--- config.mk ---
export PLATFORM = sky130hd
export DESIGN_NAME = keypad_scanner
export DESIGN_NICKNAME = d
export VERILOG_FILES = /design/src/rtl/keypad_scanner.sv
export SDC_FILE = /design/constraint.sdc
export NUM_CORES = 1
export LEC_CHECK = 0
export ABC_AREA = 1
export ABC_CLOCK_PERIOD_IN_PS = 2400
export CAP_MARGIN = 15
export CORE_MARGIN = 3
export CORE_UTILIZATION = 50
export CTS_CLUSTER_SIZE = 25
export DETAILED_ROUTE_END_ITERATION = 10
export PLACE_DENSITY = 0.8
export SLEW_MARGIN = 5
export SYNTH_ARGS = -nofsm -noshare
export SYNTH_HDL_FRONTEND = slang
export SYNTH_SLANG_ARGS = --single-unit
--- constraint.sdc ---
create_clock -name clk -period 2.4 [get_ports clk]
set_clock_uncertainty 0.1 [all_clocks]
set_input_delay 0.48 -clock clk [delete_from_list [all_inputs] [get_ports clk]]
set_output_delay 0.48 -clock clk [all_outputs]
set_load 0.03 [all_outputs]
--- src/rtl/keypad_scanner.sv ---
// Matrix keypad scanner: walks one active-low column per sample tick, debounces
// press and release on the synchronised rows, and emits one event per keystroke.
module keypad_scanner #(
   parameter int ROWS     = 4,
   parameter int COLS     = 4,
   parameter int CODE_W   = 4,
   parameter int SCAN_DIV = 1000,
   parameter int DEBOUNCE = 4,
   parameter int MAP_HEX  = 1
) (
   input  logic              clk,
   input  logic              rst,
   input  logic [ROWS-1:0]   row_n,
   output logic [COLS-1:0]   col_n,
   output logic [CODE_W-1:0] key_code,
   output logic              key_valid,
   output logic              key_held,
   output logic              multi_err
);
   localparam int TW = (SCAN_DIV > 1) ? $clog2(SCAN_DIV) : 1;
   localparam int DW = $clog2(DEBOUNCE + 1);
   localparam int CW = (COLS > 1) ? $clog2(COLS) : 1;
   localparam int RW = (ROWS > 1) ? $clog2(ROWS) : 1;
   localparam int NW = $clog2(ROWS + 1);

   // DE2 face values, indexed by {column, row}
   localparam logic [3:0] HEX_LUT [16] = '{
      4'h1, 4'h4, 4'h7, 4'hA,
      4'h2, 4'h5, 4'h8, 4'h0,
      4'h3, 4'h6, 4'h9, 4'hB,
      4'hF, 4'hE, 4'hD, 4'hC};

   typedef enum logic [1:0] {SCAN, DEB_PRESS, HELD, DEB_REL} state_t;

   state_t            st, st_nx;
   logic [ROWS-1:0]   rs_m, rs;
   logic [TW-1:0]     tcnt;
   logic              tick;
   logic [DW-1:0]     dcnt, dcnt_nx, dcnt_inc;
   logic [CW-1:0]     col, col_nx, col_adv;
   logic [RW-1:0]     r_lat, r_nx, low_idx;
   logic [NW-1:0]     nlow;
   logic              none, one, multi;
   logic [CODE_W-1:0] code_nx;
   logic              vld_nx, held_nx, merr_nx;

   function automatic logic [CODE_W-1:0] map_key(input logic [CW-1:0] c, input logic [RW-1:0] r);
      logic [7:0] cc, rr;
      int         lin;
      cc  = 8'(c);
      rr  = 8'(r);
      lin = int'(cc) * ROWS + int'(rr);
      if (MAP_HEX != 0) return CODE_W'(HEX_LUT[{cc[1:0], rr[1:0]}]);
      return CODE_W'(lin);
   endfunction

   always_ff @(posedge clk or posedge rst) begin
      if (rst) begin
         rs_m <= '1;
         rs   <= '1;
         tcnt <= '0;
      end else begin
         rs_m <= row_n;
         rs   <= rs_m;
         tcnt <= tick ? '0 : tcnt + TW'(1);
      end
   end

   assign tick = (tcnt == TW'(SCAN_DIV - 1));

   always_comb begin
      nlow    = '0;
      low_idx = '0;
      for (int i = 0; i < ROWS; i++) begin
         if (!rs[i]) begin
            nlow    = nlow + NW'(1);
            low_idx = RW'(i);
         end
      end
   end

   assign none     = (nlow == '0);
   assign one      = (nlow == NW'(1));
   assign multi    = (nlow > NW'(1));
   assign dcnt_inc = dcnt + DW'(1);
   assign col_adv  = (col == CW'(COLS - 1)) ? '0 : col + CW'(1);
   assign col_n    = ~(COLS'(1) << col);

   always_comb begin
      st_nx   = st;
      dcnt_nx = dcnt;
      col_nx  = col;
      r_nx    = r_lat;
      code_nx = key_code;
      vld_nx  = 1'b0;
      held_nx = key_held;
      merr_nx = multi_err;
      if (tick) begin
         merr_nx = multi;
         case (st)
            SCAN: begin
               if (none) begin
                  col_nx = col_adv;
               end else if (one) begin
                  r_nx    = low_idx;
                  dcnt_nx = DW'(1);
                  if (DEBOUNCE == 1) begin
                     code_nx = map_key(col, low_idx);
                     vld_nx  = 1'b1;
                     held_nx = 1'b1;
                     st_nx   = HELD;
                  end else begin
                     st_nx = DEB_PRESS;
                  end
               end
            end
            DEB_PRESS: begin
               if (one && low_idx == r_lat) begin
                  dcnt_nx = dcnt_inc;
                  if (dcnt_inc == DW'(DEBOUNCE)) begin
                     code_nx = map_key(col, r_lat);
                     vld_nx  = 1'b1;
                     held_nx = 1'b1;
                     st_nx   = HELD;
                  end
               end else begin
                  st_nx = SCAN;
               end
            end
            HELD: begin
               // extra rows while held only raise multi_err, never a new event
               if (none) begin
                  dcnt_nx = DW'(1);
                  if (DEBOUNCE == 1) begin
                     held_nx = 1'b0;
                     col_nx  = col_adv;
                     st_nx   = SCAN;
                  end else begin
                     st_nx = DEB_REL;
                  end
               end
            end
            DEB_REL: begin
               if (none) begin
                  dcnt_nx = dcnt_inc;
                  if (dcnt_inc == DW'(DEBOUNCE)) begin
                     held_nx = 1'b0;
                     col_nx  = col_adv;
                     st_nx   = SCAN;
                  end
               end else begin
                  st_nx = HELD;
               end
            end
            default: st_nx = SCAN;
         endcase
      end
   end

   always_ff @(posedge clk or posedge rst) begin
      if (rst) begin
         st        <= SCAN;
         dcnt      <= '0;
         col       <= '0;
         r_lat     <= '0;
         key_code  <= '0;
         key_valid <= 1'b0;
         key_held  <= 1'b0;
         multi_err <= 1'b0;
      end else begin
         st        <= st_nx;
         dcnt      <= dcnt_nx;
         col       <= col_nx;
         r_lat     <= r_nx;
         key_code  <= code_nx;
         key_valid <= vld_nx;
         key_held  <= held_nx;
         multi_err <= merr_nx;
      end
   end
endmodule

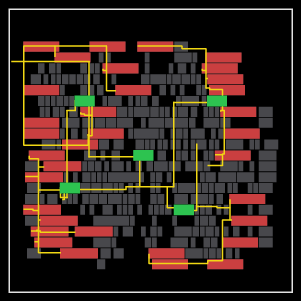
Figure 1: run 1, clock network drawn from the DEF.
Scale: 4 px per um.
clock wires: in yellow, length 448 um. clock-net drivers: in green, count 5. flip-flops: in red, count 34.
There are 6 routed clock nets. Position of the flops: all over the die.

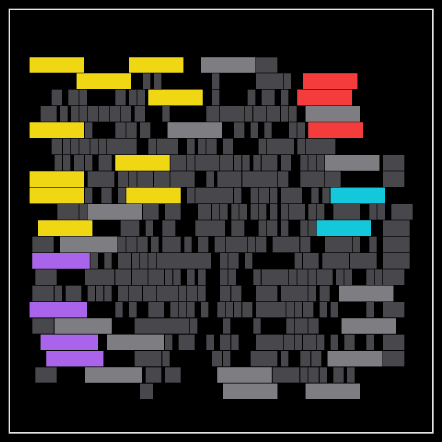
Figure 2: run 1, sequential cells grouped by signal name.
Scale: 6 px per um. Other sequential cells in the stronger gray, the rest of the logic in the fainter gray.
dcnt: in red, flops 3. rs_m: in purple, flops 4, where lower left. col: in cyan, flops 2. tcnt: in yellow, flops 10.

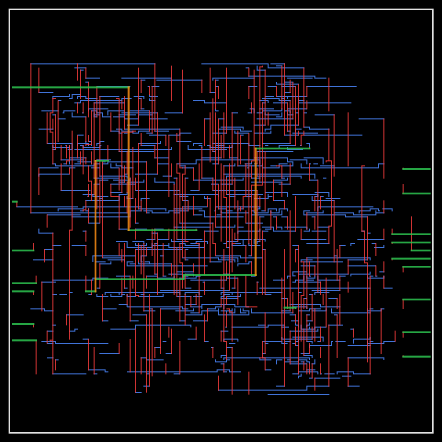
Figure 3: run 1, wiring by layer.
Scale: 6 px per um.
M4: in orange, wire length 66.6 um. M3: in green, wire length 140 um. M1: in blue, wire length 1710 um. M2: in red, wire length 1760 um.

==> out/metrics.csv, run 1 <==
metric;value;unit
status;finished with violations;
violated checks;negative setup slack;
CTS tree;built;
Flops;34;
# Cells Yosys;264;
final setup margin;-0.00380;ns
Flop pwr share;52.2;%
Net Sw Frac;25.3;%
Root Driver;clkbuf_8;
DRT met1 WL;1.71;mm
largest net degree at the start of global routing;35;
Synth Instances;264;
vias per inst;4.91;
fill cell count;334;
Reg area;861;um2
Seq share, synth;41.6;%
Top Layer Used;met4;
final hold viol count;0;
layout-stage area growth over the synthesis result;21.9;%
Final clock-cell share;3.37;%
Final setup viols;2;
end of the critical path;dcnt[1];
CP Capture Type;flip-flop;
Die H;70.4;um
vias in the first global route;1571;
worst reg-to-reg path cell count;14;
total setup buffers inserted after CTS;4;
IO buf count;16;
Top Layout Cells;71 x nand2_1, 36 x inv_1, 26 x dfrtp_1;
Worst-Skew Late Latency;0.29;ns
Crit. Startpoint;rs[1];
## Run 2: what changed since run 1
Settings changed: CAP_MARGIN 15 to unset.
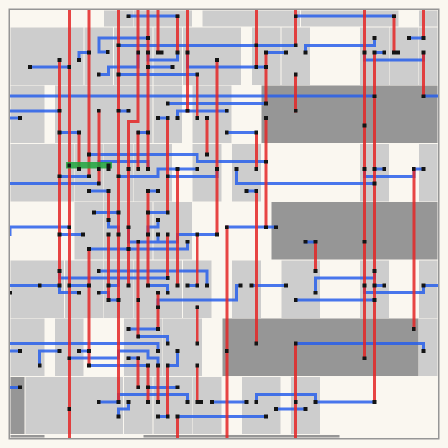
Figure 4: run 2, layout detail.
Window x 43 to 63, y 8 to 28 um. Cells in gray, sequential cells in the stronger gray; small squares are vias.
M3: in green. M2: in red. M1: in blue.
Netlist names of flops here include key_code (3). 42 logic cells have their middle in the window. Most frequent: nand2_1 (11), inv_1 (5). Sequential cells in the window: 3.

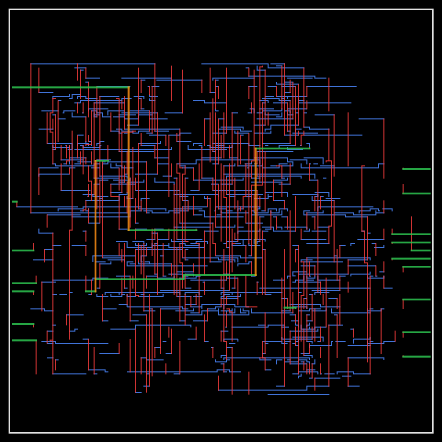
Figure 5: run 2, wiring by layer.
Scale: 6 px per um.
M1: in blue, wire length 1710 um. M2: in red, wire length 1760 um. M4: in orange, wire length 66.6 um. M3: in green, wire length 140 um.

==> run 2 against run 1 <==
Compared with the run above: the flow still finishes with violations (negative setup slack); clock-buffer cell count did not move; setup slack unchanged; sequential power about the same; sequential share of layout area unchanged; final cell count unchanged; register-to-register slack about the same; critical endpoint unchanged; largest cell class unchanged.
==> out/metrics.csv, run 2 <==
metric;value;unit
status;finished with violations;
violated checks;negative setup slack;
largest net degree at the start of global routing;35;
total setup buffers inserted after CTS;4;
CTS tree;built;
Crit. Startpoint;rs[1];
vias in the first global route;1571;
Seq share, synth;41.6;%
Synth Instances;264;
DRT met1 WL;1.71;mm
end of the critical path;dcnt[1];
# Cells Yosys;264;
Die H;70.4;um
Reg area;861;um2
Final setup viols;2;
Top Layer Used;met4;
Final clock-cell share;3.37;%
MUX area fraction;0;%
worst reg-to-reg path cell count;14;
final hold viol count;0;
fill cell count;334;
Flop pwr share;52.2;%
Net Sw Frac;25.3;%
combinational cell power;0.140;mW
final setup margin;-0.00380;ns
Root Driver;clkbuf_8;
met1 usage;19.3;%
comb_multi_in;182;
Crit path max-delay family;simple AND/OR/NAND/NOR gates;
CP Capture Type;flip-flop;
vias per inst;4.91;
Top Layout Cells;71 x nand2_1, 36 x inv_1, 26 x dfrtp_1;
largest class;multi-input combinational cells;
crit path kind;flip-flop to flip-flop;
Flops;34;
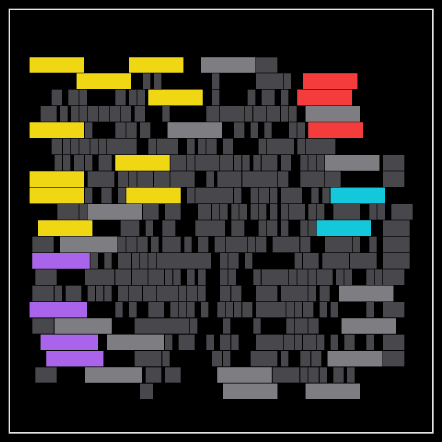
Figure 6: run 2, sequential cells grouped by signal name.
Scale: 6 px per um. Other sequential cells in the stronger gray, the rest of the logic in the fainter gray.
rs_m: in purple, flops 4, where lower left. col: in cyan, flops 2. dcnt: in red, flops 3. tcnt: in yellow, flops 10.

## Run 3: what changed since run 2
Settings changed: CAP_MARGIN set to 20, CORE_MARGIN 3 to 10.
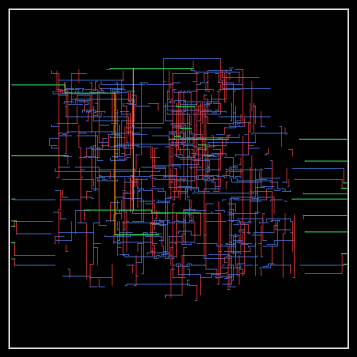
Figure 7: run 3, wiring by layer.
Scale: 4 px per um.
M1: in blue, wire length 1700 um. M3: in green, wire length 209 um. M4: in orange, wire length 70.7 um. M2: in red, wire length 1710 um.

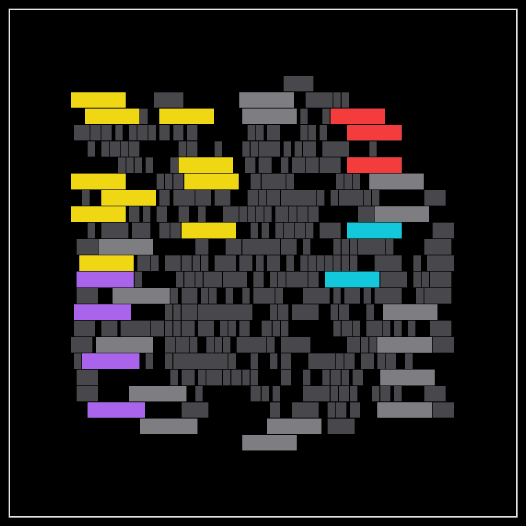
Figure 8: run 3, sequential cells grouped by signal name.
Scale: 6 px per um. Other sequential cells in the stronger gray, the rest of the logic in the fainter gray.
tcnt: in yellow, flops 10. dcnt: in red, flops 3. rs_m: in purple, flops 4. col: in cyan, flops 2.

==> run 3 against run 2 <==
Compared with the run above: the flow now finishes without violations; register-to-register slack improved by 0.05 ns; clock-buffer cell count increased by 1; first-iteration DRC count decreased by 17%; setup slack improved by 0.048 ns; sequential power about the same; total power decreased by 1.6%; sequential share of layout area increased by 0.39 points; synthesized cell count unchanged; final cell count decreased by 0.29%; cell area decreased by 1.1%; highest routed layer unchanged.
==> out/metrics.csv, run 3 <==
metric;value;unit
Die H;84.4;um
vias in the first global route;1628;
largest net degree at the start of global routing;35;
fill cell count;360;
HP Class;flip-flop to flip-flop;
Final setup viols;0;
top-count cell post-synth;nand2_1;
combinational cell power;0.130;mW
worst reg-to-reg path cell count;16;
H-Tree Depth;2;
GR Util met3;4.35;%
layout-stage area growth over the synthesis result;20.5;%
DRT met1 WL;1.70;mm
Top Layer Used;met4;
CTS tree;built;
Root Driver;clkbuf_8;
Net Sw Frac;24.5;%
Clk. pwr;0.394;mW
IO buf count;16;
# Cells Yosys;264;
Buffers, non-clock;30;
Flops;34;
Top Layout Cells;71 x nand2_1, 36 x inv_1, 26 x dfrtp_1;
Synth Instances;264;
MUX area fraction;0;%
crit path kind;flip-flop to flip-flop;
Final clock-cell share;3.26;%
Crit. Startpoint;rs[1];
status;complete, no violations;
comb_multi_in;182;
CTS Sinks;34;
Seq share, synth;41.6;%
Reg area;861;um2
largest class;multi-input combinational cells;
Worst-Skew Late Latency;0.29;ns
CP Capture Type;flip-flop;
final hold viol count;0;
met1 usage;12.8;%
Synth flops;34;
Flop pwr share;53.1;%
end of the critical path;dcnt[1];
vias per inst;4.83;
tap cells;50;
final setup margin;0.0439;ns
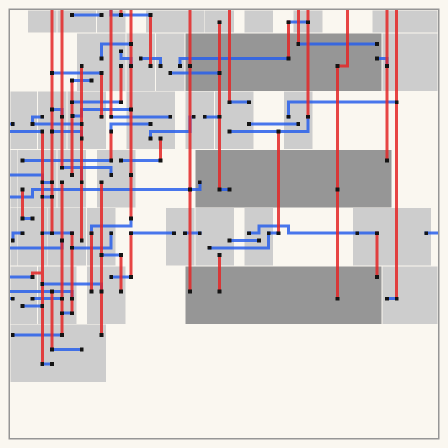
Figure 9: run 3, layout detail.
Window x 53 to 73, y 11 to 31 um. Cells in gray, sequential cells in the stronger gray; small squares are vias.
M2: in red. M1: in blue.
Netlist names of flops here include key_code (3). 28 logic cells have their middle in the window. Most frequent: nand2_1 (7). Sequential cells in the window: 3.

No activity file was given, so power comes from the tool's default toggle rates.
